[src/rtl/uart_rx.sv]
// UART receiver: 2-FF synchronised line, mid-bit sampling, start/data/stop framing.
// Emits one-cycle valid, frame-error or break pulses the cycle after the stop sample.
module uart_rx #(
  parameter int CLK_HZ       = 50_000_000,
  parameter int BIT_RATE     = 9600,
  parameter int PAYLOAD_BITS = 8
) (
  input  logic                    clk,
  input  logic                    resetn,
  input  logic                    uart_rxd,
  input  logic                    uart_rx_en,
  output logic                    uart_rx_valid,
  output logic [PAYLOAD_BITS-1:0] uart_rx_data,
  output logic                    uart_rx_frame_err,
  output logic                    uart_rx_break
);
  localparam int CPB = CLK_HZ / BIT_RATE;
  localparam int CW  = $clog2(CPB);
  localparam int BW  = (PAYLOAD_BITS > 1) ? $clog2(PAYLOAD_BITS) : 1;
  localparam logic [CW-1:0] C_LAST = CW'(CPB - 1);
  localparam logic [CW-1:0] C_HALF = CW'(CPB / 2 - 1);
  localparam logic [BW-1:0] B_LAST = BW'(PAYLOAD_BITS - 1);

  typedef enum logic [2:0] {S_IDLE, S_START, S_DATA, S_STOP, S_RECOVER} state_t;

  state_t                  r_state;
  logic [1:0]              r_sync;
  logic [CW-1:0]           r_cyc;
  logic [BW-1:0]           r_bitn;
  logic [PAYLOAD_BITS-1:0] r_sr;
  logic                    w_rxd_s;

  assign w_rxd_s = r_sync[1];

  always_ff @(posedge clk) begin
    if (!resetn) begin
      r_state           <= S_IDLE;
      r_sync            <= 2'b11;
      r_cyc             <= '0;
      r_bitn            <= '0;
      r_sr              <= '0;
      uart_rx_valid     <= 1'b0;
      uart_rx_frame_err <= 1'b0;
      uart_rx_break     <= 1'b0;
      uart_rx_data      <= '0;
    end else begin
      r_sync            <= {r_sync[0], uart_rxd};
      uart_rx_valid     <= 1'b0;
      uart_rx_frame_err <= 1'b0;
      uart_rx_break     <= 1'b0;
      if (!uart_rx_en && r_state != S_IDLE) begin
        r_state <= S_IDLE;
        r_cyc   <= '0;
      end else begin
        case (r_state)
          S_IDLE: begin
            if (uart_rx_en && !w_rxd_s) begin
              r_state <= S_START;
              r_cyc   <= '0;
            end
          end
          S_START: begin
            // A start bit that has gone high again by mid-bit is treated as a glitch.
            if (r_cyc == C_HALF) begin
              r_cyc   <= '0;
              r_bitn  <= '0;
              r_state <= w_rxd_s ? S_IDLE : S_DATA;
            end else begin
              r_cyc <= r_cyc + CW'(1);
            end
          end
          S_DATA: begin
            if (r_cyc == C_LAST) begin
              r_cyc <= '0;
              r_sr  <= {w_rxd_s, r_sr[PAYLOAD_BITS-1:1]};
              if (r_bitn == B_LAST) r_state <= S_STOP;
              else                  r_bitn  <= r_bitn + BW'(1);
            end else begin
              r_cyc <= r_cyc + CW'(1);
            end
          end
          S_STOP: begin
            if (r_cyc == C_LAST) begin
              r_cyc <= '0;
              if (w_rxd_s) begin
                uart_rx_data  <= r_sr;
                uart_rx_valid <= 1'b1;
                r_state       <= S_IDLE;
              end else begin
                uart_rx_break     <= (r_sr == '0);
                uart_rx_frame_err <= (r_sr != '0);
                r_state           <= S_RECOVER;
              end
            end else begin
              r_cyc <= r_cyc + CW'(1);
            end
          end
          S_RECOVER: begin
            // Hold off until the line returns high so a stuck-low line cannot retrigger.
            if (w_rxd_s) r_state <= S_IDLE;
          end
          default: r_state <= S_IDLE;
        endcase
      end
    end
  end
endmodule
[config.mk]
export PLATFORM = sky130hd
export DESIGN_NAME = uart_rx
export DESIGN_NICKNAME = d
export VERILOG_FILES = /design/src/rtl/uart_rx.sv
export SDC_FILE = /design/constraint.sdc
export NUM_CORES = 1
export LEC_CHECK = 0
export CORE_UTILIZATION = 30
export CTS_BUF_LIST = sky130_fd_sc_hd__clkbuf_4 sky130_fd_sc_hd__clkbuf_8
export DETAILED_ROUTE_END_ITERATION = 10
export PLACE_DENSITY = 0.57
export SLEW_MARGIN = 20
export SYNTH_ARGS = -nofsm -noshare
export SYNTH_HDL_FRONTEND = slang
export SYNTH_SLANG_ARGS = --single-unit
[constraint.sdc]
create_clock -name clk -period 2.26 [get_ports clk]
set_clock_uncertainty 0.2 [all_clocks]
set_input_delay 0.678 -clock clk [delete_from_list [all_inputs] [get_ports clk]]
set_output_delay 0.678 -clock clk [all_outputs]
set_load 0.05 [all_outputs]
Fig. 1: run 1, zoomed window
Bar = 5 um. Region (52, 52) to (72, 72) um. Cells in gray, sequential cells in the stronger gray; small squares are vias.
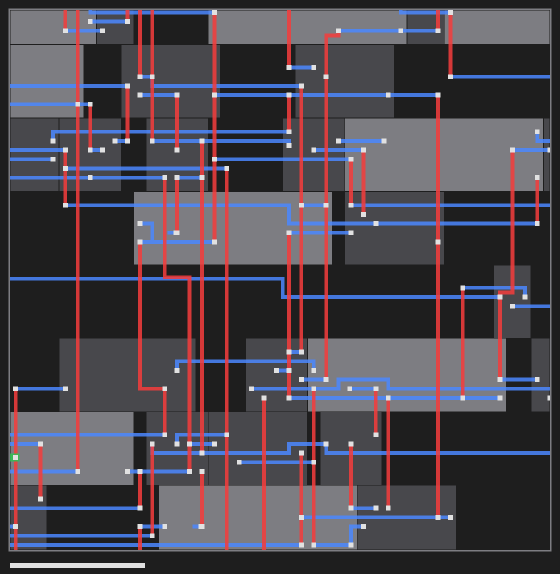
color	layer
blue	met1
red	met2
green	met3
cells with their middle in the window	20
netlist names of flops here include	r_sr (5)
most frequent	mux2i_1 (5), nor2b_1 (5), dfxtp_1 (5)
sequential cells in the window	5

Fig. 2: run 1, wiring heat map
16 x 16 tiles, from white (low) to dark blue (high), scaled to the fullest tile. Values are wire area over tile area, all layers added.
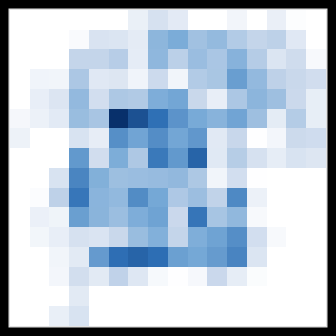
densest ninth of the die	middle
emptiest ninth of the die	bottom right
fullest tile	0.44
tiles over half the peak	13%
nearly empty tiles	33%
vias after detailed routing: 1627
wire per inst: 12.4 um
final routed wirelength across all metal layers: 4070 um
All-Layer GR Usage: 13.2%

==> metrics.sh, run 1 <==
NUMPORTBUFFERS=14
DRC_ERRORS=0
TIMING.RR.END='r_cyc[7]'
AREAGROWTHSYNTHTOFINISH_PCT=20.5
TIMING_WORST_SETUP_PATH_TYPE='reg2reg'
CTS_POST_SETUP_BUFFERS_INSERTED=0
GRT_PASS1_WL_UM=6550
GRT_MAX_DEGREE=25
POSTSYNTH.TOPFLOPCELL='dfxtp_1'
FLOORPLAN.ROWS=28
TOP_CELLS_BY_AREA='dfxtp_1 41%, mux2i_1 7.7%, nand2_1 5.2%'
LAYOUT.CELLS.MOST_COMMON='dfxtp_1'
CP_COMMON_CELL='buf_4'
PATH_CELLS='ha_1 -> nor3b_4 -> nand4_1 -> buf_4 -> a32oi_2 -> buf_4 -> or4_1 -> a31oi_1'
R2R_CELLS=8
WORST_PIN_SLEW_NS=0.453
NUMBER_OF_SYNTHESIZED_FLOPS_WITH_AN_ENABLE_PIN=0
CELLPOWERDENSITY_mW_PER_MM2=543
TIMING.CRITICAL_PATH.FANOUT_MAX=7
SYNTH_CHIP_AREA_MM2=0.00194
SYNTH.NET_COUNT=225
USE_MET2_PCT=18.9
POST_SYNTH_NUM_CELL_TYPES=42
FLOORPLAN.DIE_AREA_MM2=0.00680
SYNTH_AREA_LEADER_CELL='dfxtp_1'
TIMING.CRITICAL_PATH.MAX_DELAY_FAMILY='simple AND/OR/NAND/NOR gates'
TIMING.CRITICAL_PATH.DEPTH=8
WARNINGS=26
FINAL_CELL_MIX='40 x dfxtp_1, 33 x buf_4, 27 x nand2_1'
HTREE_LEVELS=2
SYNTH.CELL_AREA_MM2=0.00194
REG2REG_FROM='r_cyc[0]'
TOP_LEVEL_PORTS=15
TIMING.CRITICAL_PATH.BUF_INV=2
ANTENNA_FOUND_INITIAL=0
YOSYSMOSTFREQUENTCELL='dfxtp_1'
DETAIL_ROUTE.ITER0.VIOLATIONS=37
POST-ROUTE-PERIOD-UTIL_PCT=96.5
GP_CONGESTION=0.810
SYNTH_CELLS=218
CTS_RESIZED=0
CTS_MAX_PATH_BUFFERS=2
CAP_VIOL_MAX_COUNT=0
WORSTHOLDPATHTYPE='reg2reg'
DIE_HEIGHT_UM=82.5
DRT_FIRST_PASS_ITERS=4
POST_CTS_HOLD_FIX_BUFFER_TALLY=0
USE_MET1_PCT=17.7
COUNT_OF_ANTENNA_VIOLATING_NETS_LEFT_AFTER_DETAILED_ROUTING=0
VIAS_PER_CELL=4.98
CTS.CLK_SLEW.WORST_PATHS_NS=0.08
SYN_AVG_CELL_AREA_UM2=8.91
YOSYSTOPAREACELLSHARE_PCT=41.2
LEAKAGEPOWER_nW=0.944
CHIPWIDTH_UM=82.5
CORE_AR_MM2=0.00610
FINAL.MIN_CLOCK_PERIOD_NS=2.18
YOSYS_WARNINGS=0
MAXUSEDROUTINGLAYER='met4'
FP-UTILIZATION_PCT=31.9
CLOCK_SINKS=40
HOLD_VIOL=0
TOP_USAGE_LAYER='met2'
TOP_CELLS_BY_COUNT='40 x dfxtp_1, 27 x nand2_1, 19 x nand3_1'
MAX_CLOCK_FREQ_MHz=459
HOLD-PATH-CELL-COUNT=1
WORST_PATH_REQUIRED_TIME_NS=2.29
WORST-R2R-SETUP-SLACK_NS=0.08
MAX_STAGE_DELAY_NS=0.49
CRIT_SLOWEST_CELL='or4_1'
TOTALPOWERFINAL_mW=1.27
YOSYS_STAT_CELL_TOTAL=218
GLOBAL_ROUTE.USAGE.MET3_PCT=3.96
TIMING.FINAL.SETUP_VIOLATIONS=0
NUMBER_OF_GLOBAL_ROUTE_VIAS_BEFORE_REPAIR=1379
CRITPATHLAUNCHTYPE='flop'
ANTENNA-DIODE-COUNT=0
SYNTH-ASYNC-RESET-RATIO_PCT=0
FINISH.UTILIZATION_PCT=38.4
TIMING.SLEW.HEADROOM_PCT=69.7
CLOCK_TREE_FROM_TRITONCTS='done'
WORST_IR_DROP_VDD_mV=0.250
HOLD-PATH-ENDPOINT='r_sync[1]'
CRITPATHCAPTURETYPE='flop'
MET2_LAYER_WIRE_LENGTH_IN_THE_ROUTED_DESIGN_UM=1780
FILLERINSTANCES=617
SYNTH_SEQ_SHARE_PCT=41.2
RUN_STATUS='completed'
WORSTSETUPSTARTPOINT='r_cyc[0]'
WORST_EP_ARRIVAL_TIME_NS=2.21
Fig. 3: run 1, signal wires by layer
Bar = 20 um. Two of the layers only.
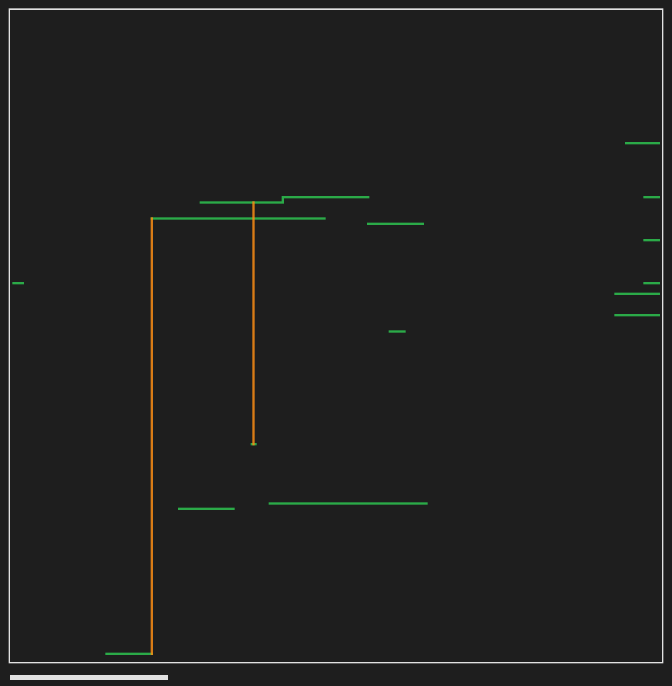
color	layer	wire length
orange	met4	85.7 um
green	met3	107 um

==> run 1: worst reg2reg max path, delay by kind of cell (launching register included) <==
family / cells / cell delay [ns]
AND-OR/OR-AND: 2 / 0.26
adder cells (fa/ha/maj): 1 / 0.23
buffers and inverters: 2 / 0.32
flip-flops: 1 / 0.32
AND/OR/NAND/NOR: 3 / 0.78
==> run 1: power breakdown <==
part           internal, mW  leakage, nW  total, mW  switching (mW)
Sequential            0.708        0.323      0.711         0.00355
Combinational        0.0326        0.570     0.0724          0.0397
Clock                 0.244       0.0510      0.488           0.245
Total                 0.984        0.944       1.27           0.288
==> run 1: per-stage QoR <==
stage | hold WS, ns | worst slack (ns) | cells | TNS [ns] | area, um^2
global placement | 0.189 | -0.0950 | 317 | -0.211 | 2220
global route | 0.236 | -0.0235 | 327 | -0.0480 | 2340
floorplan | 0.186 | 0.272 | 218 | 0 | 1940
detailed placement | 0.209 | -0.0917 | 317 | -0.225 | 2220
finish | 0.224 | 0.0792 | 327 | 0 | 2340
CTS | 0.226 | 0.0896 | 325 | 0 | 2310
==> run 1: cell type report <==
cell class,count,area (um^2),area share (%)
Clock buffer,6,82.6,3.53
Tap cell,75,93.8,4.01
Clock inverter,2,10.0,0.427
Sequential cell,40,801,34.2
Multi-Input combinational cell,165,1070,45.5
Timing Repair Buffer,36,278,11.9
Inverter,3,11.3,0.481
==> run 1: registers in the layout, summed over array words and instances (netlist names) <==
signal and count:
r_cyc 13, r_sr 8, uart_rx_data 8, r_bitn 3, r_state 3, r_sync 2
uart_rx_break 1, uart_rx_frame_err 1, uart_rx_valid 1
==> run 1: logic make-up after synthesis <==
family	share of synthesized area [%]
compound gates	10.9
fa+ha+maj	1.93
buf+inv	4.57
flops	41.2
mux	7.73
simple gates	33.7
Fig. 4: run 1, M1 wires
Bar = 20 um.
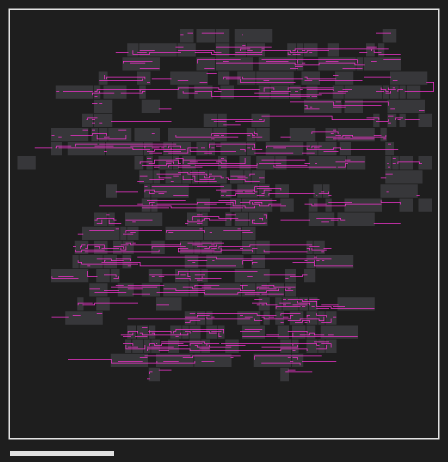

==> inputs of run 2 (changes only) <==
- CORE_ASPECT_RATIO: unset -> 0.75
Fig. 5: run 2, M1 wires
Bar = 20 um.
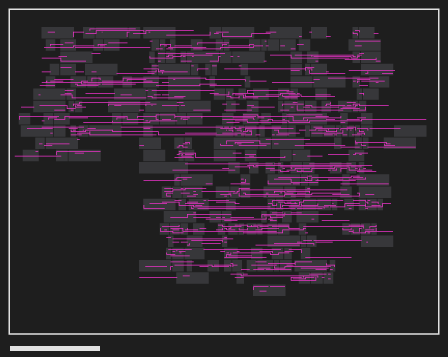
longest straight run	25.8 um
nets with wire on the layer	245
met1 capacity usage during global routing: 21.3%
final routed wirelength across all metal layers: 4330 um

Fig. 6: run 2, wiring heat map
19 x 14 tiles, from white (low) to dark blue (high), scaled to the fullest tile. Values are wire area over tile area, all layers added.
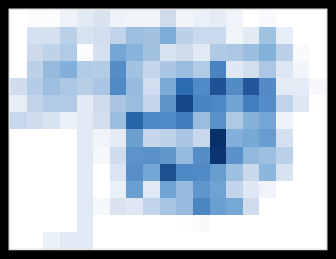
densest ninth of the die	middle
emptiest ninth of the die	bottom left
fullest tile	0.44
nearly empty tiles	32%
mean over tiles	0.10
tiles over half the peak	17%

==> run 2 against run 1 <==
  * Fmax is 0.93% lower
  * Routed wire length grew 6.6%
  * Synthesized cell count did not move
  * Largest cell class unchanged
  * Non-clock buffer count is 2 higher
  * Largest power group unchanged
  * Cell area up 2.1%
  * Sequential share of layout area fell by 0.72 points
  * Die area is essentially flat
  * Combinational power rose by 2%
  * Cell count rose by 1.5%
  * Clock power rose by 24%
  * Power rose by 9.3%
  * Register-to-register slack got worse by 0.02 ns
==> metrics.sh, run 2 <==
LAYOUT.CELL_AREA.NON_FILLER_MM2=0.00239  # was 0.00234 mm^2
AREAGROWTHSYNTHTOFINISH_PCT=23.1  # was 20.5%
DRC_ERRORS=0  # unchanged
CLOCK_SINKS=40  # unchanged
WORSTHOLDPATHTYPE='reg2reg'  # unchanged
CTS_MAX_PATH_BUFFERS=2  # unchanged
SYNTH_CELLS=218  # unchanged
GP_CONGESTION=0.807  # was 0.810
TOP_POWER_GROUP='registers'  # unchanged
DRT_FIRST_PASS_ITERS=4  # unchanged
WORST_IR_DROP_VDD_mV=0.352  # was 0.250 mV
COMB_POWER_uW=73.7  # was 72.4 uW
WARNINGS=27  # was 26
RUN_STATUS='completed'  # unchanged
VIAS_PER_CELL=5.02  # was 4.98
YOSYSTOPAREACELLSHARE_PCT=41.2  # unchanged
SW_FRAC_OF_TOTAL_PCT=22.8  # was 22.7%
YOSYSMOSTFREQUENTCELL='dfxtp_1'  # unchanged
NUMBER_OF_GLOBAL_ROUTE_VIAS_BEFORE_REPAIR=1438  # was 1379
FP-UTILIZATION_PCT=32.2  # was 31.9%
SYNTH-ASYNC-RESET-RATIO_PCT=0  # unchanged
SYNTH_SEQ_SHARE_PCT=41.2  # unchanged
MAX_CLOCK_FREQ_MHz=454  # was 459 MHz
SYNTH.CELL_AREA_MM2=0.00194  # unchanged
PATH_CELLS='ha_1 -> nor3b_2 -> nand4_1 -> a32o_1 -> nor4b_4 -> mux2i_1'  # was ha_1 -> nor3b_4 -> nand4_1 -> buf_4 -> a32oi_2 -> buf_4 -> or4_1 -> a31oi_1
INTERNAL_POWER_mW=1.07  # was 984 uW
ROUTEDWLPERCELL_UM=13.1  # was 12.4 um
CRITPATHCAPTURETYPE='flop'  # unchanged
FLOORPLAN.ROWS=24  # was 28
LARGEST_REGISTER_FF_COUNT=13  # unchanged
TOP_CELLS_BY_COUNT='40 x dfxtp_1, 27 x nand2_1, 19 x nand3_1'  # unchanged
WORSTSETUPSTARTPOINT='r_cyc[0]'  # unchanged
TOP_REGS='r_cyc: 13 flops, r_sr: 8 flops, uart_rx_data: 8 flops'  # unchanged
COMBINATIONALPOWERSHARE_PCT=5.3  # was 5.7%
TIMING.CRITICAL_PATH.FANOUT_MAX=3  # was 7
POST_ROUTE_SETUP_TNS_NS=0  # unchanged
FINISH.UTILIZATION_PCT=39.6  # was 38.4%
YOSYS_STAT_CELL_TOTAL=218  # unchanged
LARGEST-REGISTER='r_cyc'  # unchanged
RELATIVE_CONTRIBUTION_OF_SEQUENTIAL_CELLS_TO_TOTAL_POWER_PCT=51.2  # was 55.9%
POST-ROUTE-PERIOD-UTIL_PCT=97.4  # was 96.5%
COUNT_OF_ANTENNA_VIOLATING_NETS_LEFT_AFTER_DETAILED_ROUTING=0  # unchanged
POSTSYNTH.TOPFLOPCELL='dfxtp_1'  # unchanged
HOLD_WS_NS=0.213  # was 0.224 ns
SYNTH.NET_COUNT=225  # unchanged
DETAIL_ROUTE.ITER0.VIOLATIONS=88  # was 37
WORST_PATH_REQUIRED_TIME_NS=2.29  # about the same
REG2REG_FROM='r_cyc[0]'  # unchanged
TOTAL_SWITCHING_POWER_uW=317  # was 288 uW
CHIPWIDTH_UM=94.9  # was 82.5 um
PWR.GROUP.CLOCK_uW=605  # was 488 uW
GRT_PASS1_WL_UM=7070  # was 6550 um
SYNTH_AREA_LEADER_CELL='dfxtp_1'  # unchanged
WORST_PIN_SLEW_NS=0.521  # was 0.453 ns
CRIT_SLOWEST_CELL='a32o_1'  # was or4_1
WORST_EP_ARRIVAL_TIME_NS=2.23  # was 2.21 ns
CELLPOWERDENSITY_mW_PER_MM2=581  # was 543 mW/mm^2
DIE_HEIGHT_UM=71.7  # was 82.5 um
TRACK_USAGE_PCT=13.7  # was 13.2%
PLACE_AREA_MM2=0.00225  # was 0.00222 mm^2
LAYOUT.CELLS.MOST_COMMON='dfxtp_1'  # unchanged
PG_SEQ_uW=712  # was 711 uW
NUMBER_OF_SYNTHESIZED_FLOPS_WITH_AN_ENABLE_PIN=0  # unchanged
TOP_LEVEL_PORTS=15  # unchanged
SYN_AVG_CELL_AREA_UM2=8.91  # unchanged
POST_CTS_HOLD_FIX_BUFFER_TALLY=0  # unchanged
TOTALPOWERFINAL_mW=1.39  # was 1.27 mW
GRT_MAX_DEGREE=25  # unchanged
HTREE_LEVELS=2  # unchanged
SYNTH_CHIP_AREA_MM2=0.00194  # unchanged
YOSYS_WARNINGS=0  # unchanged
FLOORPLAN.DIE_AREA_MM2=0.00681  # was 0.00680 mm^2
VIA_COUNT=1666  # was 1627
FINAL_CELL_MIX='40 x dfxtp_1, 34 x buf_4, 27 x nand2_1'  # was 40 x dfxtp_1, 33 x buf_4, 27 x nand2_1
FILLERINSTANCES=598  # was 617
CLOCK_TREE_FROM_TRITONCTS='done'  # unchanged
FINAL_CRITICAL_PATH_SETUP_SLACK_NS=0.0588  # was 0.0792 ns
CAP_VIOL_MAX_COUNT=0  # unchanged
TIMING.FINAL.SETUP_VIOLATIONS=0  # unchanged
ANTENNA_FOUND_INITIAL=0  # unchanged
TIMING.SLEW.HEADROOM_PCT=64.8  # was 69.7%
CORE_AR_MM2=0.00604  # was 0.00610 mm^2
TIMING_WORST_SETUP_PATH_TYPE='reg2reg'  # unchanged
HOLD_VIOL=0  # unchanged
FINAL.MIN_CLOCK_PERIOD_NS=2.20  # was 2.18 ns
POST_SYNTH_NUM_CELL_TYPES=42  # unchanged
PRE_CTS_SLACK_NS=-0.113  # was -0.0917 ns
FIN_CELLS=332  # was 327
CTS.CLK_SLEW.WORST_PATHS_NS=0.08  # about the same
LEAKAGEPOWER_nW=0.965  # was 0.944 nW
==> run 2: cell counts after synthesis <==
Identical to the previous run, type by type.
==> run 2: layer usage <==
metal  vias to the layer above  routed length (um)  global-route usage [%]
met3                         5                 206                    3.72
met1                       771                2360                    21.3
li1                        862                   -                       -
met5                         -                   0                       0
met2                        28                1700                    17.2
met4                         0                  65                    5.56
==> run 2: path summary, 6_finish.rpt <==
check / endpoint / slack [ns] / depth (start not counted)
setup / recovery: r_bitn[2] / 0.06 / 6
hold / removal: r_sync[1] / 0.21 / 1
setup reg to reg: r_bitn[2] / 0.06 / 6
hold reg to reg: r_sync[1] / 0.21 / 1
==> run 2: cell type report <==
class | instances | area (um^2) | share of cell area, %
multi-input cells | 165 | 1070 | 44.8
flip-flops and latches | 40 | 801 | 33.5
repair buffers | 38 | 297 | 12.4
well taps | 78 | 97.6 | 4.08
clock buffers | 5 | 68.8 | 2.88
clock inverters | 3 | 46.3 | 1.94
inverters | 3 | 11.3 | 0.471
==> run 2: cells by family (layout without fill, tap and decap cells) <==
group / after synthesis / in the layout / share of synthesized area (%)
compound gates: 31 / 31 / 10.9
fa+ha+maj: 3 / 3 / 1.93
buf+inv: 13 / 49 / 4.57
flops: 40 / 40 / 41.2
mux: 15 / 15 / 7.73
simple gates: 116 / 116 / 33.7
==> run 2: worst max-delay path: cells and delay by family (launching register included) <==
kind / cells / cell delay, ns
fa+ha+maj: 1 / 0.19
compound gates: 1 / 0.36
simple gates: 3 / 0.82
flops: 1 / 0.34
mux: 1 / 0.22
==> run 2: repair_timing <==
item | 4_1_cts | 5_1_grt
endpoints found under the setup margin | 0 | 16
resized | 0 | 4
buffers inserted | 0 | 1
==> inputs of run 3 (changes only) <==
- GPL_TIMING_DRIVEN: unset -> 1
Fig. 7: run 3, M1 wires
Bar = 20 um.
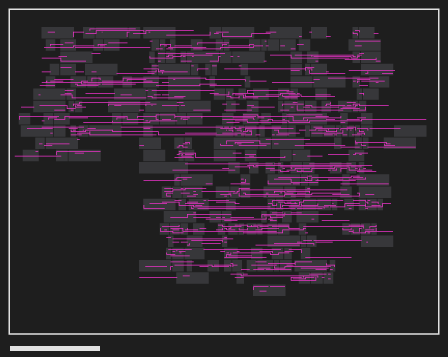
main direction	horizontal
nets with wire on the layer	245
wire length on this layer	2360 um

==> run 3 against run 2 <==
  * Global-route usage stayed put
  * Worst setup slack stayed put
  * Sequential share of layout area stayed put
  * Sequential cell count stayed put
  * Utilization stayed put
  * Sequential power hardly changed
  * Critical path type unchanged
  * Critical endpoint unchanged
==> metrics.sh, run 3 <==
CRITPATHCAPTURETYPE='flop'  # unchanged
LAYOUT.CELLS.MOST_COMMON='dfxtp_1'  # unchanged
GP_CONGESTION=0.807  # unchanged
DRC_ERRORS=0  # unchanged
TOTALPOWERFINAL_mW=1.39  # unchanged
SYNTHXORXNORAREAFRAC_PCT=0  # unchanged
DRT-TOTAL-WL_UM=4330  # unchanged
PLACE_AREA_MM2=0.00225  # unchanged
TOP_CELLS_BY_COUNT='40 x dfxtp_1, 27 x nand2_1, 19 x nand3_1'  # unchanged
GRT_PASS1_WL_UM=7070  # unchanged
FILLERINSTANCES=598  # unchanged
TOP_LEVEL_PORTS=15  # unchanged
ROUTEDWLPERCELL_UM=13.1  # unchanged
TOP_CELLS_BY_AREA='dfxtp_1 41%, mux2i_1 7.7%, nand2_1 5.2%'  # unchanged
POST_ROUTE_SETUP_TNS_NS=0  # unchanged
LEAKAGEPOWER_nW=0.965  # unchanged
DETAIL_ROUTE.ITER0.VIOLATIONS=88  # unchanged
TIMING.CRITICAL_PATH.FANOUT_MAX=3  # unchanged
COUNT_OF_ANTENNA_VIOLATING_NETS_LEFT_AFTER_DETAILED_ROUTING=0  # unchanged
YOSYSMOSTFREQUENTCELL='dfxtp_1'  # unchanged
SYNTH.CELL_AREA_MM2=0.00194  # unchanged
CRITPATHLAUNCHTYPE='flop'  # unchanged
SYNTH-ADDER-AREA-SHARE_PCT=1.93  # unchanged
TOP_REGS='r_cyc: 13 flops, r_sr: 8 flops, uart_rx_data: 8 flops'  # unchanged
CTS.CLK_SLEW.WORST_PATHS_NS=0.08  # about the same
TRACK_USAGE_PCT=13.7  # unchanged
NUMBER_OF_GLOBAL_ROUTE_VIAS_BEFORE_REPAIR=1438  # unchanged
FINAL.MIN_CLOCK_PERIOD_NS=2.20  # unchanged
YOSYS_STAT_CELL_TOTAL=218  # unchanged
POST-ROUTE-PERIOD-UTIL_PCT=97.4  # unchanged
WORST_PATH_REQUIRED_TIME_NS=2.29  # about the same
HOLD_VIOL=0  # unchanged
FLOORPLAN.DIE_AREA_MM2=0.00681  # unchanged
HOLD-PATH-ENDPOINT='r_sync[1]'  # unchanged
SYNTH.NET_COUNT=225  # unchanged
TIMING_WORST_SETUP_PATH_TYPE='reg2reg'  # unchanged
DP_CELLS=323  # unchanged
FP-UTILIZATION_PCT=32.2  # unchanged
YOSYS_WARNINGS=0  # unchanged
LARGEST_REGISTER_FF_COUNT=13  # unchanged
CLOCK_SINKS=40  # unchanged
TIMING.RR.END='r_bitn[2]'  # unchanged
GRT_MAX_DEGREE=25  # unchanged
WORSTHOLDPATHTYPE='reg2reg'  # unchanged
LAYOUT.CELL_AREA.NON_FILLER_MM2=0.00239  # unchanged
WORST_IR_DROP_VDD_mV=0.352  # unchanged
RUN_STATUS='completed'  # unchanged
PRE_CTS_SLACK_NS=-0.113  # unchanged
LARGEST-REGISTER='r_cyc'  # unchanged
NUMPORTBUFFERS=14  # unchanged
AREAGROWTHSYNTHTOFINISH_PCT=23.1  # unchanged
FINISH.UTILIZATION_PCT=39.6  # unchanged
SYN_AVG_CELL_AREA_UM2=8.91  # unchanged
CORE_AR_MM2=0.00604  # unchanged
NUMBER_OF_SYNTHESIZED_FLOPS_WITH_AN_ENABLE_PIN=0  # unchanged
REGISTER_AREA_UM2=801  # unchanged
WARNINGS=27  # unchanged
TIMING.SLEW.HEADROOM_PCT=64.8  # unchanged
VIAS_PER_CELL=5.02  # unchanged
POSTSYNTH.TOPFLOPCELL='dfxtp_1'  # unchanged
MUX_SHARE_PCT=7.73  # unchanged
WORST_EP_ARRIVAL_TIME_NS=2.23  # about the same
CTS_MAX_PATH_BUFFERS=2  # unchanged
HOLD_WS_NS=0.213  # unchanged
MAX_CLOCK_FREQ_MHz=454  # unchanged
SYNTH.CELLMIX.SIMPLESHARE_PCT=33.7  # unchanged
FLOORPLAN.ROWS=24  # unchanged
NETLIST_LOGIC_FAMILY_TOP='simple AND/OR/NAND/NOR gates'  # unchanged
CHIPWIDTH_UM=94.9  # unchanged
REG2REG_FROM='r_cyc[0]'  # unchanged
SYNTH_CHIP_AREA_MM2=0.00194  # unchanged
SYNTH_SEQ_SHARE_PCT=41.2  # unchanged
DRT_FIRST_PASS_ITERS=4  # unchanged
CLOCK_TREE_FROM_TRITONCTS='done'  # unchanged
ANTENNA_FOUND_INITIAL=0  # unchanged
FINAL_CELL_MIX='40 x dfxtp_1, 34 x buf_4, 27 x nand2_1'  # unchanged
HTREE_LEVELS=2  # unchanged
ANTENNA-DIODE-COUNT=0  # unchanged
SYNTH_AREA_LEADER_CELL='dfxtp_1'  # unchanged
TIMING.FINAL.SETUP_VIOLATIONS=0  # unchanged
YOSYSTOPAREACELLSHARE_PCT=41.2  # unchanged
YS_SH_AOI_PCT=10.9  # unchanged
R2R_CELLS=6  # unchanged
WORST_PIN_SLEW_NS=0.521  # unchanged
FIN_CELLS=332  # unchanged
SYNTH-ASYNC-RESET-RATIO_PCT=0  # unchanged
FINAL_CRITICAL_PATH_SETUP_SLACK_NS=0.0588  # unchanged
WORST-R2R-SETUP-SLACK_NS=0.06  # about the same
CELLPOWERDENSITY_mW_PER_MM2=581  # unchanged
CAP_VIOL_MAX_COUNT=0  # unchanged
Fig. 8: run 3, signal wires by layer
Bar = 20 um. Two of the layers only.
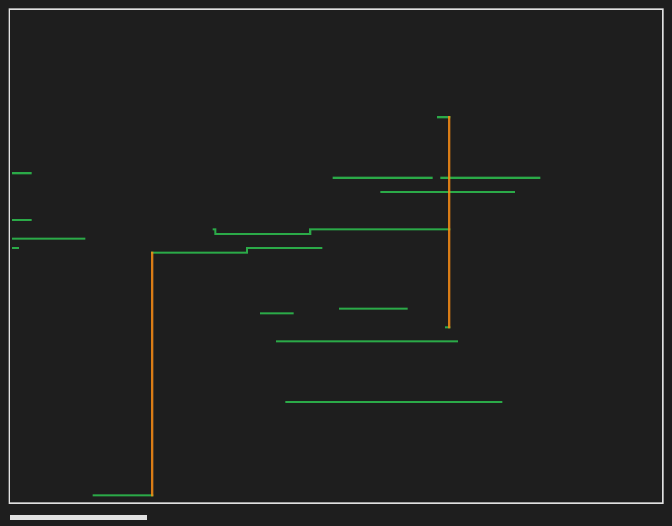
color	layer	wire length
green	met3	207 um
orange	met4	66.0 um

==> run 3: cell counts after synthesis <==
No cell type changed its count.
==> run 3: what timing repair did <==
item / CTS / global route
setup endpoints to repair: 0 / 16
hold buffers: 0 / 0
gates resized: 0 / 4
buffers inserted: 0 / 1
==> run 3: critical path: stages, from the launching register on <==
cell and delay (ns):
dfxtp_1 0.34, ha_1 0.19, nor3b_2 0.23, nand4_1 0.23, a32o_1 0.36, nor4b_4 0.36
mux2i_1 0.22
==> run 3: worst max path at each step <==
stage / depth (start not counted) / slack [ns] / startpoint / to
after floorplan: 6 / 0.27 / r_cyc[0] / r_bitn[0]
after global placement: 5 / -0.08 / uart_rx_en / r_cyc[7]
after detailed placement: 5 / -0.11 / uart_rx_en / r_state[2]
after CTS: 7 / 0.006 / r_cyc[0] / r_cyc[1]
after global routing: 6 / -0.03 / r_cyc[0] / r_bitn[2]
final: 6 / 0.06 / r_cyc[0] / r_bitn[2]
==> run 3: where the power goes <==
| group | internal (mW) | switching [mW] | total (mW) |
|---|---|---|---|
| clock network | 0.333 | 0.272 | 0.605 |
| logic | 0.0330 | 0.0408 | 0.0737 |
| registers | 0.708 | 0.00428 | 0.712 |
| total | 1.07 | 0.317 | 1.39 |
==> run 3: routing by layer <==
metal,routed length (um),vias up,track usage (%)
li1,-,862,-
met1,2360,771,21.3
met2,1700,28,17.2
met3,206,5,3.72
met4,65,0,5.56
met5,0,-,0
==> run 3: area by class of cell <==
cell class	instances	share of cell area, %
repair buffers	38	12.4
clock inverters	3	1.94
inverters	3	0.471
clock buffers	5	2.88
flip-flops and latches	40	33.5
well taps	78	4.08
multi-input cells	165	44.8
Power is estimated from default activity; no workload was simulated.
